Fig. 1: where the registers sit
Other sequential cells in the stronger gray, the rest of the logic in the fainter gray.
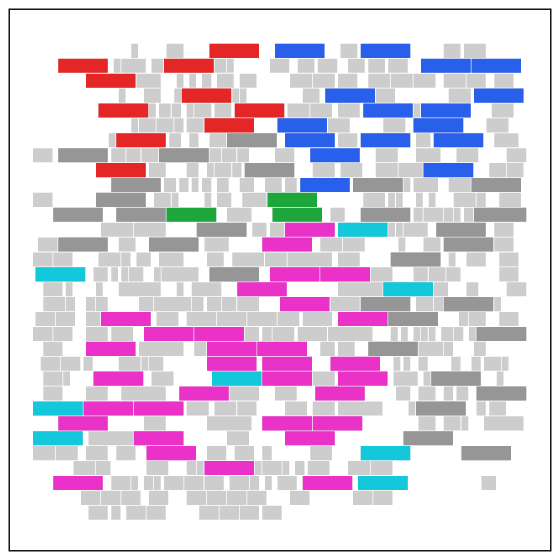
Fig. 2: gate families picked out
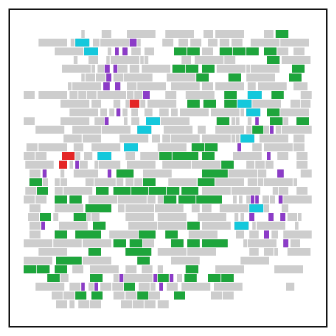
Fig. 3: signal wires on met2
Cells faint in the background.
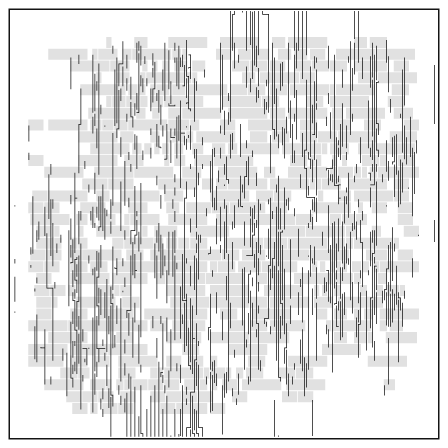
==> config.mk <==
export PLATFORM = sky130hd
export DESIGN_NAME = ard_link
export DESIGN_NICKNAME = d
export VERILOG_FILES = /design/src/rtl/link_pkg.sv /design/src/rtl/sync_ff.sv /design/src/rtl/ard_link.sv
export SDC_FILE = /design/constraint.sdc
export NUM_CORES = 1
export LEC_CHECK = 0
export CORE_MARGIN = 4
export CORE_UTILIZATION = 55
export CTS_BUF_LIST = sky130_fd_sc_hd__clkbuf_4
export DETAILED_ROUTE_END_ITERATION = 12
export HOLD_SLACK_MARGIN = 0.08
export PLACE_DENSITY = 0.8
export REMOVE_ABC_BUFFERS = 1
export SETUP_SLACK_MARGIN = 0.1
export SLEW_MARGIN = 25
export SYNTH_ARGS = -nofsm -noshare
export SYNTH_HDL_FRONTEND = slang
export SYNTH_SLANG_ARGS = --single-unit
==> constraint.sdc <==
create_clock -name clk -period 2.7 [get_ports clk]
set_input_delay 0.54 -clock clk [delete_from_list [all_inputs] [get_ports clk]]
set_output_delay 0.54 -clock clk [all_outputs]
set_load 0.05 [all_outputs]
==> results.sh <==
# implementation run metrics
export IMPL_status="complete, no violations"
export IMPL_synth_compound_area_share_pct=3.99
export IMPL_die_area_mm2=0.00972
export IMPL_dr_max_layer_used="met4"
export IMPL_synth_top_cell_by_count="dfrtp_1"
export IMPL_hold_buffers=0
export IMPL_synth_area_mm2=0.00451
export IMPL_swShare_pct=39.1
export IMPL_regToRegSetupSlack_ns=0.53
export IMPL_largest_reg_flops=32
export IMPL_edf_count=0
export IMPL_finalHoldViolations=0
export IMPL_seq_cell_count=98
export IMPL_taps=102
export IMPL_drv_cap=0
export IMPL_lay_top_cells="dfrtp_1, mux2_2, clkdlybuf4s50_1"
export IMPL_crit_cells=2
export IMPL_initial_core_util_pct=57.5
export IMPL_cts_buffer_depth=2
export IMPL_ios=63
export IMPL_mux_share_pct=22.6
export IMPL_postPlaceCellArea_mm2=0.00530
export IMPL_port_buffers=62
export IMPL_syn_area_per_cell_um2=13.3
export IMPL_clkCellAreaFrac_pct=2.02
export IMPL_n_all_inverters=7
export IMPL_ys_cells=339
export IMPL_cp_max_fo=10
export IMPL_clock_fmax_ghz=0.433
export IMPL_timing_setup_tns_ns=0
export IMPL_required_ns=2.16
export IMPL_top_cell_area_share_pct=54.3
export IMPL_die_w_um=98.6
export IMPL_clkLatencyLatePin_ns=0.43
export IMPL_wl_met1_um=3890
export IMPL_r2r_cells=4
## Picture notes: Fig. 1
legend:
  tx_tmr_q:
    color: red
    sequential_cells: 10
  tx_rd_q:
    color: green
    sequential_cells: 3
  tx_mem_q:
    color: magenta
    sequential_cells: 32
  rx_buf_q:
    color: blue
    sequential_cells: 16
  ard_d_out:
    color: cyan
    sequential_cells: 8
not colored: 29
post-layout util: 68.8%
Seq. cell area: 0.00245 mm^2
Seq. pwr: 0.00246 W

## Picture notes: Fig. 2
legend:
  mux cells:
    color: green
    cells: 81
    most_used: mux2_2
    where: widely spread
  non-inverting ao/oa cells:
    color: red
    cells: 3
  nand cells:
    color: purple
    cells: 34
    most_used: nand2_1
    where: widely spread
  fa/ha/maj cells:
    color: cyan
    cells: 12
    most_used: ha_1
most used logic cell in the final layout: dfrtp_1
logic share of the area: 36.6%
Cell Count, Final, Fillers Out: 519

## Picture notes: Fig. 3
nets with wire on the layer: 423
wire length on this layer: 4210 um
main direction: vertical
longest straight run: 38.1 um
Vias: 2839
routed wire length: 8450 um
met2 usage: 30.8%

Power and IR drop assume default switching activity.
